File: src/rtl/cp0_ctrl_param_if.sv
// Commit-stage bus between the pipeline and coprocessor 0: mtc0/mfc0 access,
// exception/eret strobes and the control outputs returned to the PC unit.
interface cp0_ctrl_param_if;
    logic        we;
    logic [4:0]  addr;
    logic [31:0] wdata;
    logic [31:0] rdata;
    logic        exc_req;
    logic [4:0]  exc_code;
    logic        exc_bd;
    logic [31:0] exc_pc;
    logic        eret;
    logic        int_req;
    logic        take;
    logic [31:0] epc_out;
    logic        exl_out;

    modport master (
        output we, addr, wdata, exc_req, exc_code, exc_bd, exc_pc, eret,
        input  rdata, int_req, take, epc_out, exl_out
    );

    modport slave (
        input  we, addr, wdata, exc_req, exc_code, exc_bd, exc_pc, eret,
        output rdata, int_req, take, epc_out, exl_out
    );
endinterface

File: src/rtl/cp0_ctrl_param.sv
// Coprocessor 0 (SR, Cause, EPC, PRId) with interrupt/exception arbitration at the M/W commit point.
// Optional Count/Compare timer is built when the macro CP0_TIMER_EN is defined.
module cp0_ctrl_param #(
    parameter int unsigned NUM_HWINT = 6,
    parameter logic [31:0] PRID_VAL  = 32'h1817_1906,
    parameter int unsigned TIMER_DIV = 1
) (
    input  logic                 clk,
    input  logic                 reset,
    input  logic [NUM_HWINT-1:0] hw_int,
    cp0_ctrl_param_if.slave      bus
);
    if (NUM_HWINT < 1 || NUM_HWINT > 6) begin : g_bad_num_hwint
        $error("NUM_HWINT must be in 1..6");
    end
    if (TIMER_DIV < 1 || TIMER_DIV > 255) begin : g_bad_timer_div
        $error("TIMER_DIV must be in 1..255");
    end

    typedef enum logic {
        MODE_NORMAL = 1'b0,
        MODE_EXC    = 1'b1
    } mode_t;

    localparam logic [4:0] A_COUNT   = 5'd9;
    localparam logic [4:0] A_COMPARE = 5'd11;
    localparam logic [4:0] A_SR      = 5'd12;
    localparam logic [4:0] A_CAUSE   = 5'd13;
    localparam logic [4:0] A_EPC     = 5'd14;
    localparam logic [4:0] A_PRID    = 5'd15;

    mode_t                mode_r;
    logic                 ie_r;
    logic [NUM_HWINT-1:0] im_r;
    logic [NUM_HWINT-1:0] ip_r;
    logic                 bd_r;
    logic [4:0]           code_r;
    logic [31:0]          epc_r;

    logic [NUM_HWINT-1:0] timer_ip_s;
    logic [NUM_HWINT-1:0] ip_eff_s;
    logic                 exl_s;
    logic                 int_req_s;
    logic                 take_s;
    logic [4:0]           code_sel_s;
    logic [31:0]          epc_base_s;
    logic [31:0]          epc_next_s;
    logic [31:0]          sr_rd_s;
    logic [31:0]          cause_rd_s;
    logic [31:0]          count_rd_s;
    logic [31:0]          compare_rd_s;
    logic [31:0]          rdata_s;

    assign exl_s      = (mode_r == MODE_EXC);
    assign ip_eff_s   = ip_r | timer_ip_s;
    assign int_req_s  = ie_r & ~exl_s & (|(ip_eff_s & im_r));
    assign take_s     = int_req_s | bus.exc_req;
    assign code_sel_s = int_req_s ? 5'd0 : bus.exc_code;
    // A delay-slot instruction restarts at its branch, one word earlier.
    assign epc_base_s = bus.exc_pc & 32'hFFFF_FFFC;
    assign epc_next_s = bus.exc_bd ? (epc_base_s - 32'd4) : epc_base_s;

`ifdef CP0_TIMER_EN
    localparam logic [7:0] DIV_LAST = 8'(TIMER_DIV - 1);

    logic [7:0]  pre_r;
    logic [31:0] count_r;
    logic [31:0] compare_r;
    logic        pend_r;
    logic        mtc0_s;
    logic        tick_s;
    logic        cnt_wr_s;
    logic        cmp_wr_s;
    logic [31:0] count_inc_s;

    assign mtc0_s      = bus.we & ~take_s & ~bus.eret;
    assign cnt_wr_s    = mtc0_s & (bus.addr == A_COUNT);
    assign cmp_wr_s    = mtc0_s & (bus.addr == A_COMPARE);
    assign tick_s      = (pre_r == DIV_LAST);
    assign count_inc_s = count_r + 32'd1;

    // Prescaled Count, Compare and the sticky timer-pending flag.
    always_ff @(posedge clk) begin
        if (reset) begin
            pre_r     <= 8'd0;
            count_r   <= 32'd0;
            compare_r <= 32'hFFFF_FFFF;
            pend_r    <= 1'b0;
        end else begin
            if (cnt_wr_s) begin
                count_r <= bus.wdata;
                pre_r   <= 8'd0;
            end else if (tick_s) begin
                count_r <= count_inc_s;
                pre_r   <= 8'd0;
            end else begin
                pre_r   <= pre_r + 8'd1;
            end
            if (cmp_wr_s) begin
                compare_r <= bus.wdata;
                pend_r    <= 1'b0;
            end else if (!cnt_wr_s && tick_s && (count_inc_s == compare_r)) begin
                pend_r    <= 1'b1;
            end else begin
                pend_r    <= pend_r;
            end
        end
    end

    assign timer_ip_s   = pend_r ? (NUM_HWINT'(1) << (NUM_HWINT - 1)) : '0;
    assign count_rd_s   = count_r;
    assign compare_rd_s = compare_r;
`else
    assign timer_ip_s   = '0;
    assign count_rd_s   = 32'd0;
    assign compare_rd_s = 32'd0;
`endif

    // Assemble the architectural views of SR and Cause.
    always_comb begin
        sr_rd_s                  = 32'd0;
        sr_rd_s[10 +: NUM_HWINT] = im_r;
        sr_rd_s[1]               = exl_s;
        sr_rd_s[0]               = ie_r;
        cause_rd_s                  = 32'd0;
        cause_rd_s[31]              = bd_r;
        cause_rd_s[10 +: NUM_HWINT] = ip_eff_s;
        cause_rd_s[6:2]             = code_r;
    end

    // mfc0 read mux; shows state before this cycle's update.
    always_comb begin
        rdata_s = 32'd0;
        case (bus.addr)
            A_COUNT:   rdata_s = count_rd_s;
            A_COMPARE: rdata_s = compare_rd_s;
            A_SR:      rdata_s = sr_rd_s;
            A_CAUSE:   rdata_s = cause_rd_s;
            A_EPC:     rdata_s = epc_r;
            A_PRID:    rdata_s = PRID_VAL;
            default:   rdata_s = 32'd0;
        endcase
    end

    // Mode machine and CP0 state: take beats eret, eret beats mtc0.
    always_ff @(posedge clk) begin
        if (reset) begin
            mode_r <= MODE_NORMAL;
            ie_r   <= 1'b1;
            im_r   <= '1;
            ip_r   <= '0;
            bd_r   <= 1'b0;
            code_r <= 5'd0;
            epc_r  <= 32'd0;
        end else begin
            ip_r <= hw_int;
            if (take_s) begin
                code_r <= code_sel_s;
                if (mode_r == MODE_NORMAL) begin
                    mode_r <= MODE_EXC;
                    bd_r   <= bus.exc_bd;
                    epc_r  <= epc_next_s;
                end
            end else if (bus.eret) begin
                mode_r <= MODE_NORMAL;
            end else if (bus.we) begin
                case (bus.addr)
                    A_SR: begin
                        im_r   <= bus.wdata[10 +: NUM_HWINT];
                        ie_r   <= bus.wdata[0];
                        mode_r <= bus.wdata[1] ? MODE_EXC : MODE_NORMAL;
                    end
                    A_EPC:   epc_r <= bus.wdata & 32'hFFFF_FFFC;
                    default: epc_r <= epc_r;
                endcase
            end
        end
    end

    assign bus.rdata   = rdata_s;
    assign bus.int_req = int_req_s;
    assign bus.take    = take_s;
    assign bus.epc_out = epc_r;
    assign bus.exl_out = exl_s;
endmodule

File: src/flat_wrapper.sv
// flat-port wrapper written by rule: the top's interface ports become plain ports
module cp0_ctrl_param_flat 
#(
    parameter int unsigned NUM_HWINT = 6,
    parameter logic [31:0] PRID_VAL  = 32'h1817_1906,
    parameter int unsigned TIMER_DIV = 1
)
  (clk, reset, hw_int, bus_we, bus_addr, bus_wdata, bus_exc_req, bus_exc_code, bus_exc_bd, bus_exc_pc, bus_eret, bus_rdata, bus_int_req, bus_take, bus_epc_out, bus_exl_out);
  cp0_ctrl_param_if bus_i ();
  input  logic clk;
  input  logic reset;
  input  logic [NUM_HWINT-1:0] hw_int;
  input wire logic [$bits(bus_i.we)-1:0] bus_we;
  input wire logic [$bits(bus_i.addr)-1:0] bus_addr;
  input wire logic [$bits(bus_i.wdata)-1:0] bus_wdata;
  input wire logic [$bits(bus_i.exc_req)-1:0] bus_exc_req;
  input wire logic [$bits(bus_i.exc_code)-1:0] bus_exc_code;
  input wire logic [$bits(bus_i.exc_bd)-1:0] bus_exc_bd;
  input wire logic [$bits(bus_i.exc_pc)-1:0] bus_exc_pc;
  input wire logic [$bits(bus_i.eret)-1:0] bus_eret;
  output wire logic [$bits(bus_i.rdata)-1:0] bus_rdata;
  output wire logic [$bits(bus_i.int_req)-1:0] bus_int_req;
  output wire logic [$bits(bus_i.take)-1:0] bus_take;
  output wire logic [$bits(bus_i.epc_out)-1:0] bus_epc_out;
  output wire logic [$bits(bus_i.exl_out)-1:0] bus_exl_out;
  assign bus_i.we = bus_we;
  assign bus_i.addr = bus_addr;
  assign bus_i.wdata = bus_wdata;
  assign bus_i.exc_req = bus_exc_req;
  assign bus_i.exc_code = bus_exc_code;
  assign bus_i.exc_bd = bus_exc_bd;
  assign bus_i.exc_pc = bus_exc_pc;
  assign bus_i.eret = bus_eret;
  assign bus_rdata = bus_i.rdata;
  assign bus_int_req = bus_i.int_req;
  assign bus_take = bus_i.take;
  assign bus_epc_out = bus_i.epc_out;
  assign bus_exl_out = bus_i.exl_out;
  cp0_ctrl_param #(.NUM_HWINT(NUM_HWINT), .PRID_VAL(PRID_VAL), .TIMER_DIV(TIMER_DIV)) u_core (.clk(clk), .reset(reset), .hw_int(hw_int), .bus(bus_i));
endmodule
File: config.mk
export PLATFORM = sky130hd
export DESIGN_NAME = cp0_ctrl_param_flat
export DESIGN_NICKNAME = d
export VERILOG_FILES = /design/src/rtl/cp0_ctrl_param_if.sv /design/src/rtl/cp0_ctrl_param.sv /design/src/flat_wrapper.sv
export SDC_FILE = /design/constraint.sdc
export NUM_CORES = 1
export LEC_CHECK = 0
export ABC_AREA = 1
export CORE_MARGIN = 2
export CORE_UTILIZATION = 47
export DETAILED_ROUTE_END_ITERATION = 6
export GPL_ROUTABILITY_DRIVEN = 0
export GPL_TIMING_DRIVEN = 0
export PLACE_DENSITY = 0.92
export SYNTH_ARGS = -nofsm -noshare
export SYNTH_HDL_FRONTEND = slang
export SYNTH_SLANG_ARGS = --single-unit
File: constraint.sdc
create_clock -name clk -period 3.81 [get_ports clk]
set_input_delay 1.143 -clock clk [delete_from_list [all_inputs] [get_ports clk]]
set_output_delay 1.143 -clock clk [all_outputs]
set_load 0.01 [all_outputs]
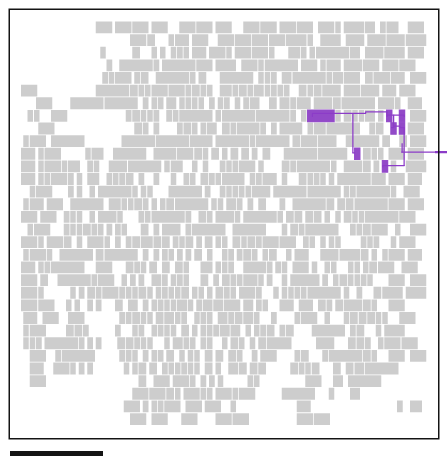
Run 1: I/O nets highlighted
Bar = 20 um.
legend:
  purple:
    port: `bus_exc_req`
    bits: 1
    direction: input
    edge: east
    end_cells: 7
    buffers: 1
    wire: 59.4 um
boundary pin count: 153
port buffer count: 147

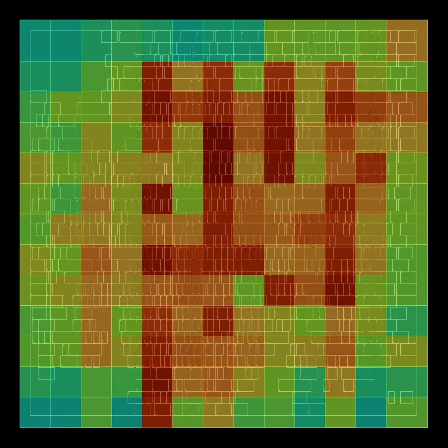
Run 1: routing congestion
GRT Total Usage: 0.300
met2 Use GR: 0.532
GR Util met3: 0.0592
Most Used Layer, Global Route: met2

==> changes_impl.md, run 1 <==
### Implementation results

* Met2 Wirelength at 6330 um
* CP Capture Type: output port
* Top cells by count: nand2_1 (192), nor2_1 (133), inv_1 (73)
* Cell area power density at 261 mW/mm2
* Worst setup startpoint: bus_addr[0]
* Tool warnings at 30
* Clock Tree Root: clkbuf_8
* Crit path required time at 2670 ps
* Top-count cell post-synth: nand2_1
* Core footprint at 0.00761 mm2
* Fin. Hold Viols at 0
* Synth Register Bits at 50
* Slew Viols, Final at 0
* Post-Synth Simple-Gate Area at 0.488
* Yosys chip area at 0.00365 mm2
* Area of the mapped netlist at 0.00365 mm2
* Placed cell area at 0.00526 mm2
* Fp_density at 0.480
* Nets@finish at 878
* Cell internal pwr at 0.000940 W
* Slew margin rel. at 0.615
* Dpl hpwl at 10100 um
* Top achievable clock speed at 253 MHz
* Combinational share of power at 0.353
* M1 WL at 5060 um
* Cycle use final at 1.04
* Die Area at 0.00849 mm2
* Crit path to: bus_rdata[14]
* Share of cells above drive strength 1 at 0.0860
* Distinct cells, synth at 36
* Yosys cell count at 633
* Leakage at 2.77 nW
* Clk_lat worst skew at 300 ps
* Longest Clk Path Bufs at 2
* Syn-to-layout area delta at 48.7%
* Post-route DRC at 0
* Top cells by area: dfxtp_1 (27%), nand2_1 (20%), nor2_1 (14%), inv_1 (7.5%), nand3_1 (7.3%)
* Async SR Flop Fraction at 0
* HP Class: reg -> reg
* Grt ovf at 0
* Final Core Density at 0.714
* Fin crit period at 3950 ps
* Worst R2R End: u_core.bus.epc_out[26]$_SDFFE_PP0P_
* Design Power at 0.00142 W
* Final ANT Viol Nets at 0
* Largest net degree at the start of global routing at 16
* Area leader share at 0.274
* Synth Instances at 633
* DIE WIDTH at 92.2 um
* Top layer in use: met4
* Yosys warnings at 0
* Post-Synthesis Mean Instance Area at 5.77 um2
* Avg Vias per Cell at 5.34
* Run status: complete, but fails checks
* WL met3 at 1320 um
* H-tree depth at 2
* Die Ht at 92.2 um
* Post-CTS Hold Buffers at 0
* Pre-Repair DR Iteration Count at 7
* WHS at 492 ps
* Post-synth EDFFs at 0
* Seq/Total Area, Yosys at 0.274
* Worst vdd ir at 0.179 mV
* N_diodes at 0
* R2r worst-path depth at 10
* Fin area at 0.00543 mm2
* Adder Share, Synth at 0.00343
* Failing checks: negative setup slack
* Met1 Track Usage GR at 0.362
* CTS tree: built
* Reg-to-reg startpoint: u_core.ie_r$_SDFFE_PP1P_
* Area leader, netlist: dfxtp_1
* Top logic family: simple AND/OR/NAND/NOR gates
* Vias in the first global route at 4450
* Clock power share at 0.219
* First-pass GRT wire length at 20500 um
* Final setup viols at 1
* Initial antenna violation count at 0
* Critical path class: in -> out
* Worst Tran Pin Value at 578 ps
* Complex Gates by Area at 0.103
* Post-synthesis mux area share at 0
* Row count at 32
* Sink Count at 50
* Unrepaired setup endpoints after global routing: yes
* Iter 0 DRT Violations at 518
* Reg power frac at 0.428
* Xor+xnor area frac at 0.00719
* Crit Path Max Fanout at 7
* Worst Setup Start Kind: input port
* Cell Count, Final, Fillers Out at 893
* Main flop type: dfxtp_1
* Register-to-register setup slack at 2090 ps
* Sw Share at 0.337
* Setup WS post-layout at -143 ps
* Placed cell count at 883
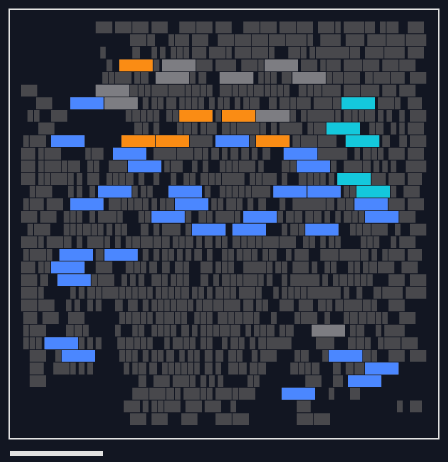
Run 1: sequential cells coloured by netlist name
Bar = 20 um.
legend:
  orange:
    signal: `u_core.im_r`
    flops: 6
    where: north
  blue:
    signal: `u_core.bus.epc_out`
    flops: 30
  cyan:
    signal: `u_core.code_r`
    flops: 5
not coloured: 9
Seq area share: 0.184
sequential logic power: 0.000608 W

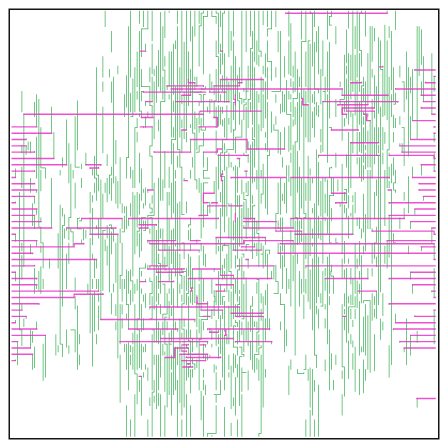
Run 1: wiring by layer
Only two layers are drawn.
legend:
  green:
    layer: metal 2
    wire_length: 6330 um
  magenta:
    layer: metal 3
    wire_length: 1320 um
routed len/inst: 14.7 um
final wirelength: 13100 um
routed vias: 4769

run 1: cell families (layout without fill, tap and decap cells):
kind of cell,after synthesis,count (layout)
flops,50,50
buf+inv,100,257
other cells,1,2
fa+ha+maj,1,1
compound gates,65,65
simple gates,413,413
xor+xnor,3,3
run 1: power groups by stage:
| stage | registers (W) | logic, W | clock network [W] |
|---|---|---|---|
| 2_1_floorplan | 0.000626 | 0.000223 | 0 |
| 3_3_place_gp | 0.000616 | 0.000475 | 0 |
| 3_5_place_dp | 0.000618 | 0.000487 | 0 |
| 4_1_cts | 0.000607 | 0.000490 | 0.000311 |
| 5_1_grt | 0.000613 | 0.000545 | 0.000331 |
| 6_report | 0.000608 | 0.000500 | 0.000311 |
run 1: stage by stage:
step | setup slack (ps) | TNS, ps
2_1_floorplan | 659 | 0
3_3_place_gp | -682 | -12890
3_5_place_dp | -750 | -14190
4_1_cts | -247 | -1580
5_1_grt | -188 | -190
6_report | -143 | -143
run 1: area by class of cell:
type | instances | area (um2) | share of cell area
Buffer | 20 | 165 | 0.0304
Multi-Input combinational cell | 484 | 2250 | 0.415
Timing Repair Buffer | 150 | 1490 | 0.274
Tap cell | 102 | 128 | 0.0235
Clock buffer | 5 | 68.8 | 0.0127
Sequential cell | 50 | 1000 | 0.184
Inverter | 80 | 315 | 0.0581
Clock inverter | 2 | 13.8 | 0.00253
run 1: critical path: stages:
cell and delay, ps:
clkdlybuf4s50_1 540, inv_1 100, nor2_4 160, nand2_2 100
inv_4 110, nand2_1 60, nand3_1 60, clkdlybuf4s50_1 540
run 1: state kept, by name, indices dropped and copies added, names as in the netlist:
signal,flops
u_core.code_r,5
u_core.im_r,6
u_core.ip_eff_s,6
u_core.bus.epc_out,30
u_core.bd_r,1
u_core.bus.exl_out,1
u_core.ie_r,1
run 1: worst min-delay path by stage:
stage                                              from  cells after the start  slack, ps                       endpoint
after global routing      u_core.code_r[1]$_SDFFE_PP0N_                      2        510  u_core.code_r[1]$_SDFFE_PP0N_
final                     u_core.code_r[1]$_SDFFE_PP0N_                      2        490  u_core.code_r[1]$_SDFFE_PP0N_
after floorplan                u_core.bd_r$_SDFFE_PP0P_                      2        440       u_core.bd_r$_SDFFE_PP0P_
after CTS                 u_core.code_r[2]$_SDFFE_PP0N_                      2        480  u_core.code_r[2]$_SDFFE_PP0N_
after global placement         u_core.bd_r$_SDFFE_PP0P_                      2        450       u_core.bd_r$_SDFFE_PP0P_
after detailed placement  u_core.code_r[2]$_SDFFE_PP0N_                      2        460  u_core.code_r[2]$_SDFFE_PP0N_
run 1: cells in the final DEF (no fill, tap or decap), drive strengths merged, types with 2 or more instances in the layout:
cell type and n:
nand2 198, inv 80, clkbuf 17, clkdlybuf4s15 3, clkinv 2, a21oi 18, dfxtp 50, o21ai 35
clkdlybuf4s50 114, buf 16, o21bai 7, dlygate4sd2 15, conb 2, nor2 146, xor2 2, dlymetal6s2s 10
nand4 12, a32o 3, nand3 56
run 1: timing repair:
item / in CTS / in global routing
gates resized: 39 / 34
gates cloned: 0 / 0
buffers inserted: 0 / 3
pin swaps: 0 / 1
endpoints found under the setup margin: 31 / 19
--- run 2 (diff from run 1) ---
- CORE_UTILIZATION: 47 -> 35
- CTS_BUF_LIST: not set -> sky130_fd_sc_hd__clkbuf_4
- PLACE_DENSITY: 0.92 -> 0.73
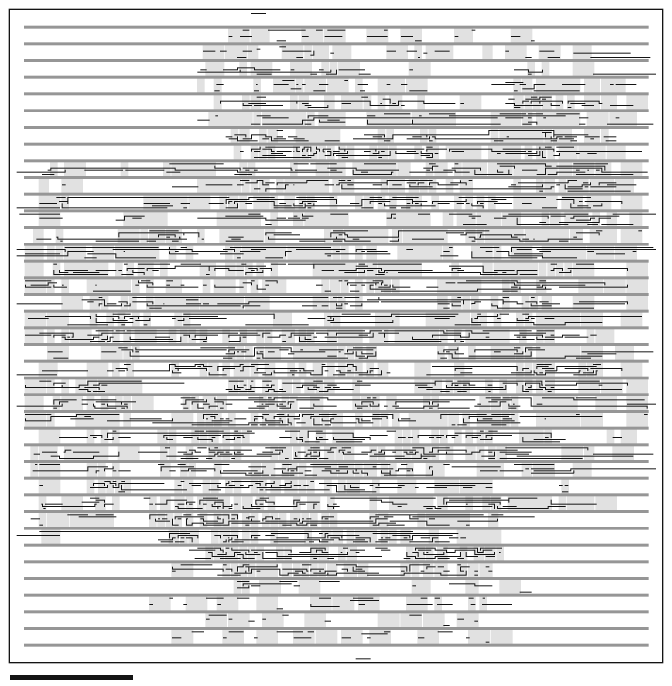
Run 2: signal wires on met1
Bar = 20 um. Supply wires on this layer in grey.
share of all routed wire: 42%
longest straight run: 60.7 um
met1 Track Usage GR: 0.274
routed vias: 4596

==> run 2 against run 1 <==
Effect of this change:
- the run now ends clean
- sequential cell count stayed put
- global-route usage fell by 6.9 points
- design area rose by 0.14%
- clock power is 18% lower
- cell count rose by 4.3%
- area after synthesis stayed put
- critical endpoint is now bus_rdata[18]
- die size is 33% higher
- hold slack worse by 9.3 ps
- via count is 3.6% lower
- routed wire length is 1.3% higher
- power down 4.0%
- sequential power barely moved
- critical path type unchanged
- largest power group unchanged
==> changes_impl.md, run 2 <==
### Implementation results

* Top achievable clock speed at 269 MHz (was 253 MHz)
* Initial antenna violation count at 0 (unchanged)
* Core footprint at 0.0102 mm2 (was 0.00761 mm2)
* Worst R2R End: u_core.bus.epc_out[29]$_SDFFE_PP0P_ (was u_core.bus.epc_out[26]$_SDFFE_PP0P_)
* CTS tree: built (unchanged)
* Distinct cells, synth at 36 (unchanged)
* Dpl hpwl at 10500 um (was 10100 um)
* Crit Path Max Fanout at 10 (was 7)
* Reg-to-reg startpoint: u_core.im_r[3]$_SDFFE_PP1P_ (was u_core.ie_r$_SDFFE_PP1P_)
* Largest net degree at the start of global routing at 17 (was 16)
* Final ANT Viol Nets at 0 (unchanged)
* Clock Skew at 4.90 ps (was 3.69 ps)
* Area leader share at 0.274 (unchanged)
* Slew margin rel. at 0.635 (was 0.615)
* Die Ht at 106 um (was 92.2 um)
* Max FFs per register at 30 (unchanged)
* Row count at 37 (was 32)
* Top cells by area: dfxtp_1 (27%), nand2_1 (20%), nor2_1 (14%), inv_1 (7.5%), nand3_1 (7.3%) (unchanged)
* Cycle use final at 0.977 (was 1.04)
* Main flop type: dfxtp_1 (unchanged)
* Final wirelength at 13300 um (was 13100 um)
* N_diodes at 0 (unchanged)
* Hold Path Sink: u_core.code_r[4]$_SDFFE_PP0N_ (was u_core.code_r[1]$_SDFFE_PP0N_)
* Unrepaired setup endpoints after global routing: no (was yes)
* Post-route DRC at 0 (unchanged)
* R2r worst-path depth at 12 (was 10)
* Pre-Repair DR Iteration Count at 6 (was 7)
* Top cells by count: nand2_1 (192), nor2_1 (133), inv_1 (73) (unchanged)
* Fin. Hold Viols at 0 (unchanged)
* Tool warnings at 29 (was 30)
* Setup TNS at 0 ps (was -143 ps)
* Worst Setup Start Kind: input port (unchanged)
* Synth Instances at 633 (unchanged)
* Iter 0 DRT Violations at 297 (was 518)
* Most common logic cell in the routed design: nand2_1 (unchanged)
* DIE WIDTH at 106 um (was 92.2 um)
* Post-CTS Hold Buffers at 0 (unchanged)
* Sink Count at 50 (unchanged)
* Top-count cell post-synth: nand2_1 (unchanged)
* Yosys chip area at 0.00365 mm2 (unchanged)
* Most instantiated logic cells after routing: nand2_1 (190), nor2_1 (130), clkdlybuf4s50_1 (112) (was nand2_1 (189), nor2_1 (130), clkdlybuf4s50_1 (114))
* Worst Tran Pin Value at 547 ps (was 578 ps)
* Share of cells above drive strength 1 at 0.0906 (was 0.0860)
* Port buffer count at 147 (unchanged)
* Routed len/inst at 14.2 um (was 14.7 um)
* Async SR Flop Fraction at 0 (unchanged)
* Crit path required time at 2670 ps (about the same)
* Vias in the first global route at 4465 (was 4450)
* HP Class: reg -> reg (unchanged)
* Post-Synthesis Mean Instance Area at 5.77 um2 (unchanged)
* Yosys warnings at 0 (unchanged)
* Fin crit period at 3720 ps (was 3950 ps)
* Seq/Total Area, Yosys at 0.274 (unchanged)
* Setup WS post-layout at 88.9 ps (was -143 ps)
* Worst hold path stage count at 2 (unchanged)
* Leakage at 2.73 nW (was 2.77 nW)
* CP Capture Type: output port (unchanged)
* Boundary pin count at 153 (unchanged)
* Register-to-register setup slack at 2180 ps (was 2090 ps)
* Critical path class: in -> out (unchanged)
* Final setup viols at 0 (was 1)
* Area of the mapped netlist at 0.00365 mm2 (unchanged)
* Nets@finish at 881 (was 878)
* Area leader, netlist: dfxtp_1 (unchanged)
* Run status: completed (was complete, but fails checks)
* Worst vdd ir at 0.134 mV (was 0.179 mV)
* Slew Viols, Final at 0 (unchanged)
* Post-synth EDFFs at 0 (unchanged)
* Die Area at 0.0113 mm2 (was 0.00849 mm2)
* Clock Tree Root: clkbuf_4 (was clkbuf_8)
* Synth Register Bits at 50 (unchanged)
* Syn-to-layout area delta at 48.9% (was 48.7%)
* Place WS at -723 ps (was -750 ps)
* Hold Startpoint: u_core.code_r[4]$_SDFFE_PP0N_ (was u_core.code_r[1]$_SDFFE_PP0N_)
* Clk_lat worst skew at 380 ps (was 300 ps)
* First-pass GRT wire length at 20900 um (was 20500 um)
* Yosys cell count at 633 (unchanged)
* Longest Clk Path Bufs at 2 (unchanged)
* GRT Total Usage at 0.231 (was 0.300)
* Fp_density at 0.357 (was 0.480)
* H-tree depth at 2 (unchanged)
## run 2: cell count changes in the layout (fill, tap and decap cells not counted), sizes merged
cell           before  now
buf                16   20
dlygate4sd2        15   19
clkdlybuf4s15       3    1
clkdlybuf4s50     114  112
dlymetal6s2s       10    8
clkbuf             17   18
clkinvlp            0    1
## run 2: per-layer routing
layer  routed length [um]  track usage
met3                 1020       0.0497
met5                    0            0
met1                 5540        0.274
met2                 6350        0.406
met4                  346       0.0874
## run 2: worst max-delay path by stage
stage,from,to,slack [ps],depth (start not counted)
detailed placement,bus_addr[3],bus_rdata[2],-720,9
global placement,bus_addr[1],bus_rdata[2],-710,9
CTS,bus_addr[1],bus_rdata[11],-180,7
global route,bus_addr[2],bus_rdata[18],20,9
finish,bus_addr[3],bus_rdata[18],90,9
floorplan,bus_addr[3],bus_rdata[10],660,7
## run 2: cells by family (layout without fill, tap and decap cells)
family	Yosys count	count (layout)	share of synthesized area
other	1	2	0.00103
buffers and inverters	100	261	0.123
DFF	50	50	0.274
adders and majority gates	1	1	0.00343
xor gates and xnor gates	3	3	0.00720
AOI/OAI and AO/OA	65	65	0.103
and+or+nand+nor	413	413	0.488
## run 2: through the flow
step / util / std cells / power, W / hold WS (ps) / cell area, um2
after floorplan: - / 634 / 0.000849 / 440 / 3660
after global placement: 0.518 / 917 / 0.00110 / 450 / 5300
after detailed placement: 0.518 / 917 / 0.00111 / 462 / 5300
after CTS: 0.526 / 925 / 0.00137 / 482 / 5380
after global routing: 0.531 / 931 / 0.00144 / 501 / 5440
final: 0.531 / 931 / 0.00136 / 483 / 5440
## run 2: worst max-delay path, stage by stage
cell and delay [ps]:
clkdlybuf4s50_1 470, nand2_2 100, nor2_4 130, nand2_4 110
clkinv_4 110, buf_8 140, nand2_1 50, nand2_1 50
dlygate4sd2_1 260
## run 2: layout make-up
class / instances / area, um2 / share of cell area
Buffer: 20 / 173 / 0.0318
Clock buffer: 5 / 37.5 / 0.00690
Clock inverter: 3 / 20.0 / 0.00368
Inverter: 80 / 315 / 0.0580
Multi-Input combinational cell: 484 / 2240 / 0.413
Sequential cell: 50 / 1000 / 0.184
Tap cell: 136 / 170 / 0.0313
Timing Repair Buffer: 153 / 1480 / 0.272
## run 2: power breakdown
group          switching [W]  internal (W)
combinational       0.000256      0.000245
clock               0.000182     0.0000725
sequential         0.0000373      0.000569
## run 2: repair_timing
action / 4_1_cts / 5_1_grt
pin swaps: 0 / 2
hold endpoints to repair: 0 / 0
setup endpoints to repair: 31 / 18
gates resized: 47 / 30
setup buffers: 0 / 6
--- run 3 (diff from run 2) ---
- CORE_UTILIZATION: 35 -> 40
- PLACE_DENSITY: 0.73 -> 0.81
- TNS_END_PERCENT: not set -> 20
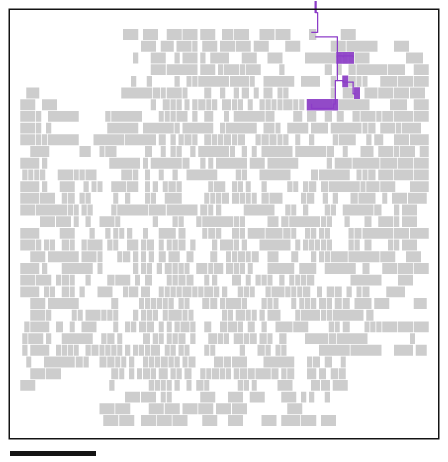
Run 3: I/O nets highlighted
Bar = 20 um.
legend:
  purple:
    port: `bus_exc_req`
    bits: 1
    direction: input
    edge: north
    end_cells: 7
    buffers: 1
    wire: 47.4 um

==> run 3 against run 2 <==
Effect of this change:
- the flow now finishes with violations (negative setup slack)
- cell count down 3.5%
- global-route usage up 1.8 points
- critical endpoint is now bus_rdata[12]
- area after synthesis unchanged
==> changes_impl.md, run 3 <==
### Implementation results

* Run status: complete, but fails checks (was completed)
* Failing checks: negative setup slack
* Final setup viols at 4 (was 0)
* Vias in the first global route at 4261 (was 4465)
* Die Ht at 99.6 um (was 106 um)
* Port buffer count at 147 (unchanged)
* Top-count cell post-synth: nand2_1 (unchanged)
* Critical path class: in -> out (unchanged)
* Yosys cell count at 633 (unchanged)
* Num CTS Buffers at 5 (unchanged)
* Setup TNS at -475 ps (was 0 ps)
* GRT Total Usage at 0.249 (was 0.231)
* Max FFs per register at 30 (unchanged)
* First-pass GRT wire length at 20000 um (was 20900 um)
* Clk_lat worst skew at 380 ps (about the same)
* Synth Instances at 633 (unchanged)
* Fp_density at 0.415 (was 0.357)
* Worst Tran Pin Value at 563 ps (was 547 ps)
* Avg Vias per Cell at 5.08 (was 4.94)
* Final ANT Viol Nets at 0 (unchanged)
* Crit Path Max Fanout at 9 (was 10)
* Tool warnings at 30 (was 29)
* Slew margin rel. at 0.625 (was 0.635)
* Area leader, netlist: dfxtp_1 (unchanged)
* Largest net degree at the start of global routing at 17 (unchanged)
* Fillers at 813 (was 1030)
* Fin. Hold Viols at 0 (unchanged)
* Routed vias at 4566 (was 4596)
* Delay of the slowest critical-path stage at 540 ps (was 470 ps)
* Top cells by count: nand2_1 (192), nor2_1 (133), inv_1 (73) (unchanged)
* Pre-Repair DR Iteration Count at 6 (unchanged)
* CP Capture Type: output port (unchanged)
* Share of cells above drive strength 1 at 0.0785 (was 0.0906)
* Placed cell area at 0.00526 mm2 (was 0.00530 mm2)
* Crit path to: bus_rdata[12] (was bus_rdata[18])
* HP Class: reg -> reg (unchanged)
* Die Area at 0.00991 mm2 (was 0.0113 mm2)
* Worst R2R End: u_core.bus.epc_out[26]$_SDFFE_PP0P_ (was u_core.bus.epc_out[29]$_SDFFE_PP0P_)
* Core footprint at 0.00881 mm2 (was 0.0102 mm2)
* Most common logic cell in the routed design: nand2_1 (unchanged)
* Yosys warnings at 0 (unchanged)
* Iter 0 DRT Violations at 351 (was 297)
* Crit path required time at 2670 ps (about the same)
* Longest Clk Path Bufs at 2 (unchanged)
* CP Data Arrival Time at 2830 ps (was 2580 ps)
* Fin area at 0.00544 mm2 (about the same)
* Routed len/inst at 14.3 um (was 14.2 um)
* Post-route DRC at 0 (unchanged)
* Post-synth EDFFs at 0 (unchanged)
* Worst setup startpoint: bus_addr[0] (was bus_addr[3])
* H-tree depth at 2 (unchanged)
* Sink Count at 50 (unchanged)
* Top achievable clock speed at 252 MHz (was 269 MHz)
* Cycle use final at 1.04 (was 0.977)
* Unrepaired setup endpoints after global routing: yes (was no)
* Post-Synthesis Mean Instance Area at 5.77 um2 (unchanged)
* Final Core Density at 0.618 (was 0.531)
* Final wirelength at 12800 um (was 13300 um)
* Grt ovf at 0 (unchanged)
* CTS tree: built (unchanged)
* Slew Viols, Final at 0 (unchanged)
* Worst Setup Start Kind: input port (unchanged)
* Row count at 34 (was 37)
* DIE WIDTH at 99.6 um (was 106 um)
* Initial antenna violation count at 0 (unchanged)
* Async SR Flop Fraction at 0 (unchanged)
* Register-to-register setup slack at 2110 ps (was 2180 ps)
* Syn-to-layout area delta at 49.0% (was 48.9%)
* Seq/Total Area, Yosys at 0.274 (unchanged)
* Yosys chip area at 0.00365 mm2 (unchanged)
* R2r worst-path depth at 12 (unchanged)
* Area leader share at 0.274 (unchanged)
* Number of max-cap violations at 0 (unchanged)
* N_diodes at 0 (unchanged)
* Worst vdd ir at 0.163 mV (was 0.134 mV)
* Cell area power density at 251 mW/mm2 (about the same)
* Top cells by area: dfxtp_1 (27%), nand2_1 (20%), nor2_1 (14%), inv_1 (7.5%), nand3_1 (7.3%) (unchanged)
* Area of the mapped netlist at 0.00365 mm2 (unchanged)
* Design Power at 0.00137 W (was 0.00136 W)
* Critical path buffers and inverters at 4 (unchanged)
* Slowest-stage cell, CP: clkdlybuf4s50_1 (unchanged)
* Most instantiated logic cells after routing: nand2_1 (190), nor2_1 (130), clkdlybuf4s50_1 (117) (was nand2_1 (190), nor2_1 (130), clkdlybuf4s50_1 (112))
* Setup WS post-layout at -162 ps (was 88.9 ps)
* Crit path max-delay family: buffers and inverters (unchanged)
* Stages on worst setup path at 8 (was 9)
* Distinct cells, synth at 36 (unchanged)
* Leakage at 2.90 nW (was 2.73 nW)
* Synth Register Bits at 50 (unchanged)
* Clock Tree Root: clkbuf_4 (unchanged)
* Nets@finish at 876 (was 881)
* Clk slew on worst S/H paths at 150 ps (about the same)
* Fin crit period at 3970 ps (was 3720 ps)
* Main flop type: dfxtp_1 (unchanged)
* CP cell instances: clkdlybuf4s50_1 > inv_1 > nor2_4 > nand2_1 > clkinv_2 > nand2_1 > nand4_1 > clkdlybuf4s50_1 (was clkdlybuf4s50_1 > nand2_2 > nor2_4 > nand2_4 > clkinv_4 > buf_8 > nand2_1 > nand2_1 > dlygate4sd2_1)
* Dpl hpwl at 10200 um (was 10500 um)
* Clock Skew at 12.4 ps (was 4.90 ps)
* Post-CTS Hold Buffers at 0 (unchanged)
* Boundary pin count at 153 (unchanged)
* Reg-to-reg startpoint: u_core.im_r[0]$_SDFFE_PP1P_ (was u_core.im_r[3]$_SDFFE_PP1P_)
run 3: cell types whose count changed in the layout (fill, tap and decap cells not counted):
cell             previous run  this run
clkbuf_2                    8         2
clkdlybuf4s15_1             1         3
buf_8                       2         1
dlygate4sd2_1              19         3
dlymetal6s2s_1              8        22
inv_4                       2         1
clkdlybuf4s15_2             0         1
clkinv_2                    0         1
buf_4                       8         4
clkdlybuf4s50_1           112       117
run 3: repair_timing:
item                       4_1_cts  5_1_grt
resized                         25       36
setup endpoints to repair       31       32
pin swaps                        0        1
setup buffers                    0        1
cloned                           0        0
run 3: logic make-up (layout without fill, tap and decap cells):
kind of cell,after synthesis,in the layout,synth area share
simple gates,413,413,0.488
flops,50,50,0.274
other cells,1,2,0.00103
fa+ha+maj,1,1,0.00343
xor+xnor,3,3,0.00720
buf+inv,100,256,0.123
compound gates,65,65,0.103
run 3: power breakdown:
part	leakage [nW]	internal, W	total, W	switching [W]
registers	0.413	0.000569	0.000607	0.0000379
logic	2.46	0.000245	0.000499	0.000254
clock network	0.0292	0.0000726	0.000259	0.000186
total	2.90	0.000887	0.00137	0.000479
run 3: worst min path at each step:
stage | from | end | slack, ps | depth (start not counted)
final | u_core.bd_r$_SDFFE_PP0P_ | u_core.bd_r$_SDFFE_PP0P_ | 480 | 2
after global routing | u_core.bd_r$_SDFFE_PP0P_ | u_core.bd_r$_SDFFE_PP0P_ | 520 | 2
after CTS | u_core.bd_r$_SDFFE_PP0P_ | u_core.bd_r$_SDFFE_PP0P_ | 480 | 2
after detailed placement | u_core.bd_r$_SDFFE_PP0P_ | u_core.bd_r$_SDFFE_PP0P_ | 460 | 2
after global placement | u_core.bd_r$_SDFFE_PP0P_ | u_core.bd_r$_SDFFE_PP0P_ | 450 | 2
after floorplan | u_core.bd_r$_SDFFE_PP0P_ | u_core.bd_r$_SDFFE_PP0P_ | 440 | 2
run 3: layout make-up:
class	instances	area (um2)	area share
well taps	108	135	0.0248
clock buffers	5	37.5	0.00690
repair buffers	148	1530	0.280
flip-flops and latches	50	1000	0.184
multi-input cells	484	2240	0.412
clock inverters	3	20.0	0.00368
inverters	80	314	0.0577
plain buffers	20	165	0.0303
run 3: worst reg2reg max path: cells and delay by family (launching register included):
family,cells,cell delay [ps]
buf+inv,2,330
flops,1,390
simple gates,10,920
run 3: metal layers:
layer / GRT usage / vias to the layer above / wire length [um]
met4: 0.0780 / 0 / 343
li1: - / 2282 / -
met1: 0.306 / 2024 / 5280
met5: 0 / - / 0
met2: 0.438 / 232 / 6130
met3: 0.0485 / 28 / 1100
run 3: per-stage QoR:
stage	hold slack (ps)	setup slack (ps)	std cells
4_1_cts	481	-260	897
5_1_grt	516	-261	898
2_1_floorplan	440	659	634
3_3_place_gp	449	-724	889
6_report	478	-162	898
3_5_place_dp	461	-755	889
Power is estimated from default activity; no workload was simulated.
